--- config.mk ---
export PLATFORM = sky130hd
export DESIGN_NAME = sample_step_timer
export DESIGN_NICKNAME = d
export VERILOG_FILES = /design/src/rtl/sample_step_timer.sv
export SDC_FILE = /design/constraint.sdc
export NUM_CORES = 1
export LEC_CHECK = 0
export CELL_PAD_IN_SITES_DETAIL_PLACEMENT = 1
export CELL_PAD_IN_SITES_GLOBAL_PLACEMENT = 2
export CORE_MARGIN = 2
export CORE_UTILIZATION = 32
export DETAILED_ROUTE_END_ITERATION = 6
export PLACE_DENSITY = 0.84
export REMOVE_ABC_BUFFERS = 1
export SETUP_SLACK_MARGIN = 0.02
export SLEW_MARGIN = 20
export SYNTH_ARGS = -nofsm -noshare
export SYNTH_HDL_FRONTEND = slang
export SYNTH_SLANG_ARGS = --single-unit
--- constraint.sdc ---
create_clock -name clk -period 3.7 [get_ports clk]
set_clock_uncertainty 0.1 [all_clocks]
set_input_delay 0.74 -clock clk [delete_from_list [all_inputs] [get_ports clk]]
set_output_delay 0.74 -clock clk [all_outputs]
set_load 0.005 [all_outputs]
--- src/rtl/sample_step_timer.sv ---
// ============================================================================
// sample_step_timer
//
// Steps a drum-sample read address at a programmable rate. A trigger starts
// playback. The block then walks the read address from 0 to sample_len-1 and
// emits one addr_valid strobe per sample interval. After the final interval
// it emits a one-cycle done pulse.
//
// The period is sampled only when the countdown is (re)loaded. A change to
// sample_period therefore always takes effect at the next interval boundary.
// It never changes an interval that is already running.
//
// Configuration macro:
//   SAMPLE_RETRIGGER_EN - when defined, a trigger with a non-zero length
//                         restarts playback even while busy. This includes
//                         the final-expiry cycle, and the done pulse for the
//                         aborted run is suppressed. When undefined, a
//                         trigger that arrives while busy is ignored.
//
// Ports:
//   clk            in   system clock
//   rst            in   asynchronous active-low reset
//   sample_period  in   cycles per sample, floored at MIN_PERIOD on each load
//   trigger        in   single-cycle start pulse
//   sample_len     in   number of samples, latched on an accepted trigger
//   addr           out  current sample read address
//   addr_valid     out  one-cycle strobe: addr is newly valid
//   busy           out  high while playing
//   done           out  one-cycle pulse when the final interval expires
// ============================================================================
module sample_step_timer #(
    parameter int ADDR_W     = 16,
    parameter int PERIOD_W   = 14,
    parameter int MIN_PERIOD = 2
) (
    input  logic                clk,
    input  logic                rst,
    input  logic [PERIOD_W-1:0] sample_period,
    input  logic                trigger,
    input  logic [ADDR_W-1:0]   sample_len,
    output logic [ADDR_W-1:0]   addr,
    output logic                addr_valid,
    output logic                busy,
    output logic                done
);

    localparam logic STATE_IDLE = 1'b0;
    localparam logic STATE_PLAY = 1'b1;

    localparam logic [PERIOD_W-1:0] MinPeriod = PERIOD_W'(MIN_PERIOD);

    logic                state_q, state_d;
    logic [PERIOD_W-1:0] count_q, count_d;
    logic [ADDR_W-1:0]   addr_q, addr_d;
    logic [ADDR_W-1:0]   len_q, len_d;
    logic                valid_q, valid_d;
    logic                done_q, done_d;

    logic [PERIOD_W-1:0] periodFloor;
    logic [PERIOD_W-1:0] reloadVal;
    logic                canStart;
    logic                startPlay;
    logic                intervalEnd;
    logic                lastSample;

    // Floor the period, then load the countdown with P-1. This makes the
    // interval last exactly P cycles, counting the cycle that holds zero.
    assign periodFloor = (sample_period < MinPeriod) ? MinPeriod : sample_period;
    assign reloadVal   = periodFloor - PERIOD_W'(1);

`ifdef SAMPLE_RETRIGGER_EN
    assign canStart = 1'b1;
`else
    assign canStart = (state_q == STATE_IDLE);
`endif

    assign startPlay   = trigger && (sample_len != '0) && canStart;
    assign intervalEnd = (state_q == STATE_PLAY) && (count_q == '0);
    assign lastSample  = (addr_q == (len_q - ADDR_W'(1)));

    // Next-state logic. A start has priority over interval expiry, so a
    // retrigger in the final-expiry cycle restarts playback and no done
    // pulse is produced.
    always_comb begin
        state_d = state_q;
        count_d = count_q;
        addr_d  = addr_q;
        len_d   = len_q;
        valid_d = 1'b0;
        done_d  = 1'b0;

        if (startPlay) begin
            state_d = STATE_PLAY;
            len_d   = sample_len;
            addr_d  = '0;
            valid_d = 1'b1;
            count_d = reloadVal;
        end else if (intervalEnd) begin
            if (lastSample) begin
                // addr keeps its last value after playback finishes.
                state_d = STATE_IDLE;
                done_d  = 1'b1;
            end else begin
                addr_d  = addr_q + ADDR_W'(1);
                valid_d = 1'b1;
                count_d = reloadVal;
            end
        end else if (state_q == STATE_PLAY) begin
            count_d = count_q - PERIOD_W'(1);
        end
    end

    // State registers. Reset takes effect immediately, even mid-playback,
    // and it never produces a done pulse.
    always_ff @(posedge clk or negedge rst) begin
        if (!rst) begin
            state_q <= STATE_IDLE;
            count_q <= '0;
            addr_q  <= '0;
            len_q   <= '0;
            valid_q <= 1'b0;
            done_q  <= 1'b0;
        end else begin
            state_q <= state_d;
            count_q <= count_d;
            addr_q  <= addr_d;
            len_q   <= len_d;
            valid_q <= valid_d;
            done_q  <= done_d;
        end
    end

    assign addr       = addr_q;
    assign addr_valid = valid_q;
    assign busy       = (state_q == STATE_PLAY);
    assign done       = done_q;

endmodule

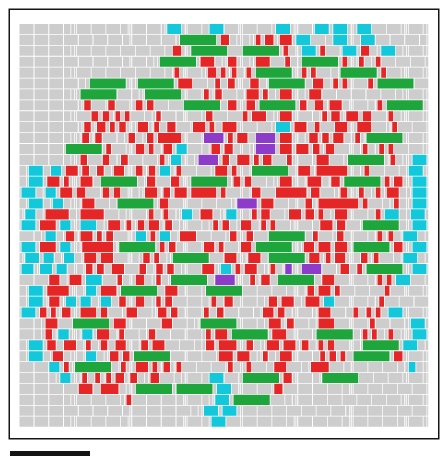
**Above:** run 1 (placed cells, one colour a class).
Bar = 20 microns. Fill, decap, tap and diode cells in grey.
other buffers and delay cells -> cyan  # cells 81
all other logic -> red  # cells 338
flops -> green  # cells 49
clock drivers and dummy loads -> purple  # cells 8

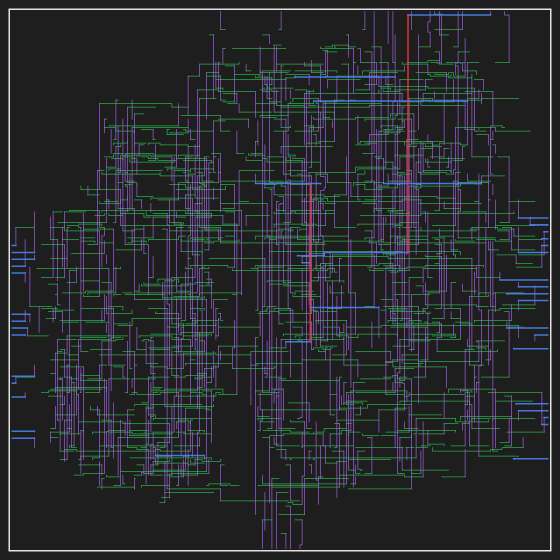
**Above:** run 1 (routed metal, one colour a layer).
met1 -> green  # wire length 4340 microns
met3 -> blue  # wire length 278 microns
met4 -> red  # wire length 78.2 microns
met2 -> purple  # wire length 5010 microns

==> flow_metrics.py, run 1 <==
# Metrics from the implementation run
metrics = {
    "clocking": {
        "cts_tree": "done",
        "clock-sinks": 49,
        "clock_latency_ns": 0.31,
    },
    "sta": {
        "maxSlewHeadroom": 0.403,
        "fin_crit_sh": 0.935,
        "rsz0062_at_grt": "no",
    },
    "layout": {
        "design_area_sq_um": 4370,
        "syn_to_final_growth_pct": 29.3,
    },
    "worst_setup_path": {
        "crit_required_ns": 3.84,
        "crit_arrival_ns": 3.59,
        "slowest_stage": "or4_4",
        "path_max_fanout": 3,
        "reg2reg_slack_ns": 0.35,
    },
    "synth": {
        "netlist_instances": 406,
        "ys_ff": 49,
        "edf_count": 0,
        "largest_area_cell": "dfrtp_1",
        "flop_cell": "dfrtp_1",
        "synthTopCellsByArea": "dfrtp_1 36%, nand2_1 6.4%, xnor2_1 5.7%",
        "synth_area_sq_um": 3380,
    },
    "floorplanning": {
        "rows": 37,
        "die_w_microns": 107,
    },
    "global_route": {
        "grt_pass1_vias": 3254,
    },
    "outcome": {
        "status": "finished, final reports clean",
    },
    "placement": {
        "io_buffers": 51,
    },
    "drt": {
        "drtAntennaViolNets": 0,
    },
}
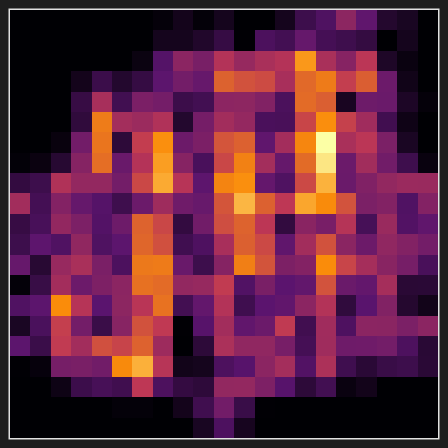
**Above:** run 1 (signal metal coverage by tile).
The die is cut into 21 by 21 equal tiles; black is low, pale yellow is high, scaled to the fullest tile. Values are wire area over tile area, all layers added.
densest ninth of the die = middle
fullest tile = 0.47
mean over tiles = 0.13
nearly empty tiles = 20%
emptiest ninth of the die = top left
tiles over half the peak = 16%

run 1: routing by layer:
layer / track usage / vias up / part of all wire
met3: 0.0164 / 6 / 0.029
met5: 0 / - / 0
met1: 0.226 / 1564 / 0.45
met4: 0.0306 / 0 / 0.0080
li1: - / 1585 / -
met2: 0.327 / 48 / 0.52
run 1: what timing repair did:
action	in CTS	in global routing
hold buffers	0	0
setup buffers	6	2
resized	23	3
setup endpoints to repair	4	5
pin swaps	11	4
run 1: power by group:
part	switching, uW	total [uW]	internal [uW]
logic	215	440	224
clock network	185	355	169
registers	132	771	639
total	533	1570	1030
run 1: per-stage QoR:
| stage | util | hold WS, ns | std cells | TNS [ns] | setup slack (ns) |
|---|---|---|---|---|---|
| 3_5_place_dp | 0.403 | 0.397 | 596 | -2.50 | -0.570 |
| 4_1_cts | 0.423 | 0.418 | 610 | 0 | 0.0223 |
| 2_1_floorplan | - | 0.344 | 387 | -0.567 | -0.143 |
| 3_3_place_gp | 0.403 | 0.383 | 596 | -1.79 | -0.430 |
| 5_1_grt | 0.425 | 0.461 | 612 | 0 | 0.0258 |
| 6_report | 0.425 | 0.417 | 612 | 0 | 0.242 |
run 1: final cells by class:
type | count | area (sq um)
clock inverter | 1 | 5.00
timing repair buffer | 81 | 736
sequential | 49 | 1230
multi-input combinational | 328 | 2090
clock buffer | 7 | 96.3
inverter | 10 | 40.0
fill | 1247 | 5910
tap | 136 | 170
run 1: layout by cell type (no fill, tap or decap), types with 4 or more instances in the layout:
| cell | n |
|---|---|
| or3_1 | 6 |
| inv_1 | 9 |
| nand4b_1 | 4 |
| dfrtp_1 | 49 |
| xor2_1 | 15 |
| nand3b_1 | 4 |
| nand4_1 | 7 |
| nor4_1 | 12 |
| buf_4 | 28 |
| xnor2_1 | 22 |
| mux2i_1 | 6 |
| o211ai_1 | 4 |
| a31oi_1 | 4 |
| clkdlybuf4s50_1 | 46 |
| o21ai_1 | 4 |
| and3_1 | 6 |
| nor3_1 | 8 |
| nand2_1 | 58 |
| o21ai_0 | 13 |
| a211oi_1 | 5 |
| clkbuf_8 | 7 |
| nand2b_1 | 6 |
| nor2_1 | 44 |
| nand3_1 | 14 |
| a21oi_1 | 29 |
run 1: critical path: cells and delay by family:
| family | cells | cell delay, ns |
|---|---|---|
| buf+inv | 2 | 0.38 |
| xor+xnor | 1 | 0.16 |
| compound gates | 3 | 0.36 |
| simple gates | 7 | 1.74 |
| fa+ha+maj | 1 | 0.20 |
run 1: flip-flops by register name (all words and copies together) (netlist names):
register,cells
addr,16
addr_valid,1
busy,1
count_q,14
done,1
len_q,16
run 1: cell families (layout without fill, tap and decap cells):
kind of cell / count (synthesis) / count (layout) / synth area share
AOI/OAI and AO/OA: 84 / 84 / 0.165
xor gates and xnor gates: 37 / 37 / 0.0960
adders and majority gates: 4 / 4 / 0.0148
buffers and inverters: 29 / 99 / 0.0378
DFF: 49 / 49 / 0.363
muxes: 6 / 6 / 0.0178
and+or+nand+nor: 197 / 197 / 0.306
## Run 2: what changed since run 1
- CORE_MARGIN: 2 -> not set
- SLEW_MARGIN: 20 -> 25
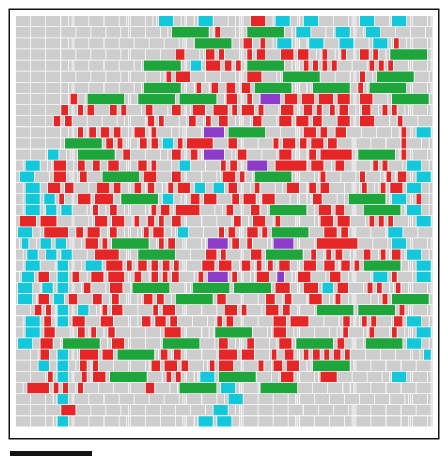
**Above:** run 2 (placed cells, one colour a class).
Bar = 20 microns. Fill, decap, tap and diode cells in grey.
flops -> green  # cells 49
other buffers and delay cells -> cyan  # cells 83
clock drivers and dummy loads -> purple  # cells 8
all other logic -> red  # cells 338

==> run 2 against run 1 <==
- global-route usage increased by 1.7 points
- synthesized cell count stayed put
- wire length rose by 3.9%
- combinational power is 1% higher
- via count is 0.91% higher
- critical path type unchanged
- fmax is 1.6% lower
- critical path depth is 7 higher
==> flow_metrics.py, run 2 <==
# Metrics from the implementation run
metrics = {
    "worst_setup_path": {
        "reg2reg_slack_ns": 0.41,
        "crit_arrival_ns": 3.66,
        "slowest_stage": "or4_4",
    },
    "synth": {
        "synthTopCellsByArea": "dfrtp_1 36%, nand2_1 6.4%, xnor2_1 5.7%",
        "netlist_instances": 406,
        "ys_sh_adder": 0.0148,
        "ys_sh_aoi": 0.165,
        "edf_count": 0,
    },
    "clocking": {
        "cts_hold_buf": 0,
        "clock_latency_ns": 0.31,
        "cts_tree": "done",
        "clock-sinks": 49,
    },
    "sta": {
        "fin_ws_ns": 0.185,
        "rsz0062_at_grt": "no",
    },
    "layout": {
        "lay_top_count": "nand2_1",
        "comb_area_sq_um": 2080,
        "most-common-layout-cells": "58 x nand2_1, 49 x dfrtp_1, 46 x clkdlybuf4s50_1, 45 x nor2_1, 31 x buf_4",
    },
    "global_route": {
        "grt_pass1_vias": 3454,
    },
    "drt": {
        "wl_met1_mm": 4.46,
        "wl_met2_mm": 5.26,
    },
    "power": {
        "p_comb_frac": 0.282,
    },
    "outcome": {
        "status": "finished, final reports clean",
    },
}
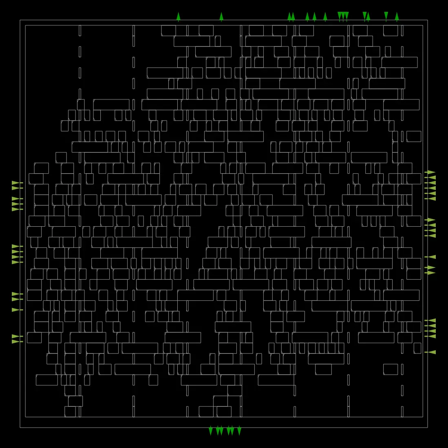
**Above:** run 2 (placed standard cells).
Core ar.: 10300 sq um
Tapcells: 136
sequential cells: 49
number of cell rows: 37
fraction of area in registers: 0.281

[run 2: area by class of cell]
cell class | instances | area share
Multi-Input combinational cell | 328 | 0.477
Clock inverter | 1 | 0.00115
Inverter | 10 | 0.00917
Timing Repair Buffer | 83 | 0.170
Tap cell | 136 | 0.0390
Sequential cell | 49 | 0.281
Clock buffer | 7 | 0.0221
[run 2: worst max-delay path by stage]
stage | start | end | slack (ns) | depth (start not counted)
finish | sample_period[6] | count_q[0] | 0.18 | 21
global route | sample_period[6] | count_q[0] | 0.07 | 21
CTS | sample_period[6] | count_q[6] | 0.03 | 15
detailed placement | sample_period[7] | count_q[10] | -0.57 | 14
global placement | sample_period[7] | count_q[8] | -0.40 | 14
floorplan | count_q[0] | addr[9] | -0.14 | 10
[run 2: power by group through the flow]
stage	Clock, uW	Combinational [uW]	Sequential, uW
final	356	445	778
after global routing	386	500	802
after CTS	366	444	779
after global placement	0	414	781
after detailed placement	0	430	789
after floorplan	0	295	742
[run 2: critical path, delay by kind of cell]
family / cells / cell delay, ns
AND-OR/OR-AND: 3 / 0.33
buffers and inverters: 13 / 1.33
AND/OR/NAND/NOR: 5 / 1.27
[run 2: cells by family after synthesis]
kind of cell,count (synthesis)
fa+ha+maj,4
compound gates,84
xor+xnor,37
mux,6
flops,49
buf+inv,29
simple gates,197
[run 2: routing by layer]
metal,up-vias,global-route usage
met2,48,0.360
met4,0,0.0513
met1,1588,0.234
li1,1586,-
met5,-,0
met3,10,0.0206
[run 2: repair_timing]
item                                    CTS  global route
endpoints found under the setup margin    5             5
pin swaps                                10             4
resized                                  23             0
setup buffers                            12             0
[run 2: metrics by stage]
step                      area [sq um]  hold WS, ns  std cells  setup TNS (ns)
after global routing              4360        0.464        614               0
after detailed placement          4130        0.389        594           -2.52
after global placement            4130        0.385        594           -1.65
after CTS                         4360        0.423        614               0
after floorplan                   3290        0.344        387          -0.567
final                             4360        0.413        614               0
## Run 3: what changed since run 2
- SLEW_MARGIN: 25 -> not set
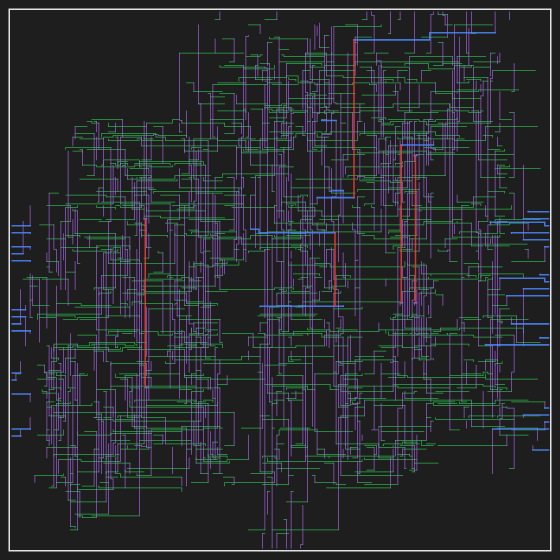
**Above:** run 3 (routed metal, one colour a layer).
met3 -> blue  # wire length 217 microns
met4 -> red  # wire length 137 microns
met1 -> green  # wire length 4460 microns
met2 -> purple  # wire length 5260 microns

==> run 3 against run 2 <==
- first-iteration DRC count is the same
- highest routed layer unchanged
- largest cell class unchanged
- die size is the same
- via count is the same
- utilization is the same
- cell count is the same
- total power is the same
- area after synthesis is the same
- global-route usage is the same
- largest power group unchanged
- cell area is the same
- combinational power is essentially flat
- hold slack is the same
- count of clock-buffer cells in the layout is the same
==> flow_metrics.py, run 3 <==
# Metrics from the implementation run
metrics = {
    "synth": {
        "edf_count": 0,
        "largest_area_cell": "dfrtp_1",
        "syn_avg_cell_area_sq_um": 8.32,
        "ys_cells": 406,
        "netlist_instances": 406,
        "synthTopCellsByArea": "dfrtp_1 36%, nand2_1 6.4%, xnor2_1 5.7%",
    },
    "outcome": {
        "status": "finished, final reports clean",
    },
    "global_route": {
        "grt_antenna_before_repair": 0,
        "use_met1": 0.234,
        "grtUsageMet3": 0.0206,
        "grt_pass1_vias": 3454,
        "use_met2": 0.360,
        "gr-max-usage-layer": "met2",
        "grt_overflow": 0,
    },
    "layout": {
        "most-common-layout-cells": "58 x nand2_1, 49 x dfrtp_1, 46 x clkdlybuf4s50_1, 45 x nor2_1, 31 x buf_4",
        "lay_top_count": "nand2_1",
        "drive_above_1_share": 0.142,
        "diodes": 0,
    },
    "floorplanning": {
        "coreArea_sq_um": 10300,
        "die_w_microns": 105,
        "fp_util": 0.329,
        "dieArea_sq_um": 11000,
        "rows": 37,
    },
    "drt": {
        "drt_iter0_drc": 100,
        "vias_per_cell": 5.26,
    },
    "worst_setup_path": {
        "reg2reg_slack_ns": 0.41,
        "crit_arrival_ns": 3.66,
        "criticalPathCategory": "input port to flop",
        "critPathMaxStageDelay_ns": 0.51,
        "slowest_stage": "or4_4",
    },
    "placement": {
        "io_buffers": 51,
    },
    "sta": {
        "fin_crit_sh": 0.950,
        "fin_hold_ws_ns": 0.413,
        "rsz0062_at_grt": "no",
    },
    "clocking": {
        "clock-sinks": 49,
        "cts_tree": "done",
        "cts_hold_buf": 0,
        "clock_latency_ns": 0.31,
    },
    "min_path": {
        "holdCritPathClass": "flop to flop",
    },
    "power": {
        "p_leak_uw": 0.00184,
        "power.switching_uw": 543,
        "p_comb_frac": 0.282,
    },
}
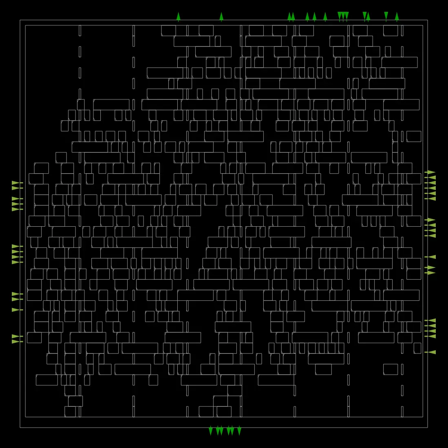
**Above:** run 3 (placed standard cells).
filler cell count: 1240
final instance count without filler cells: 614
Final Util: 0.425

## run 3: cell counts after synthesis
Identical to the previous run, type by type.
## run 3: path summary, 6_finish.rpt
| check | start | endpoint |
|---|---|---|
| max | sample_period[6] | count_q[0] |
| min | len_q[15] | len_q[15] |
| max reg2reg | count_q[1] | addr[15] |
| min reg2reg | len_q[15] | len_q[15] |
| max in group asynchronous | rst | addr[7] |
| min in group asynchronous | rst | len_q[3] |
## run 3: per-layer routing
metal  vias to the layer above  part of all wire
li1                       1586                 -
met1                      1588              0.44
met2                        48              0.52
met3                        10             0.022
met4                         0             0.013
met5                         -                 0
## run 3: kinds of logic after synthesis
| kind of cell | share of synthesized area |
|---|---|
| adder cells (fa/ha/maj) | 0.0148 |
| AND-OR/OR-AND | 0.165 |
| multiplexers | 0.0178 |
| AND/OR/NAND/NOR | 0.306 |
| buffers and inverters | 0.0378 |
| flip-flops | 0.363 |
| XOR/XNOR | 0.0960 |
## run 3: layout make-up
type / count / area, sq um
Tap cell: 136 / 170
Fill cell: 1240 / 5910
Timing Repair Buffer: 83 / 743
Inverter: 10 / 40.0
Clock buffer: 7 / 96.3
Sequential cell: 49 / 1230
Multi-Input combinational cell: 328 / 2080
Clock inverter: 1 / 5.00
## run 3: per-stage QoR
stage	setup TNS, ns	setup slack, ns	util	instances	area, sq um
after floorplan	-0.567	-0.143	-	387	3290
after global placement	-1.65	-0.400	0.401	594	4130
after detailed placement	-2.52	-0.572	0.401	594	4130
after CTS	0	0.0290	0.425	614	4360
after global routing	0	0.0739	0.425	614	4360
final	0	0.185	0.425	614	4360
## run 3: worst max-delay path, delay by kind of cell
kind | cells | cell delay [ns]
compound gates | 3 | 0.33
simple gates | 5 | 1.27
buf+inv | 13 | 1.33
## run 3: timing repair
action	CTS	global route
setup endpoints to repair	5	5
buffers inserted	12	0
resized	23	0
pin swaps	10	4
endpoints found under the hold margin	0	0
## run 3: power groups by stage
stage	clock network [uW]	registers (uW)	logic, uW
floorplan	0	742	295
global placement	0	781	414
detailed placement	0	789	430
CTS	366	779	444
global route	386	802	500
finish	356	778	445
Power and IR drop assume default switching activity.
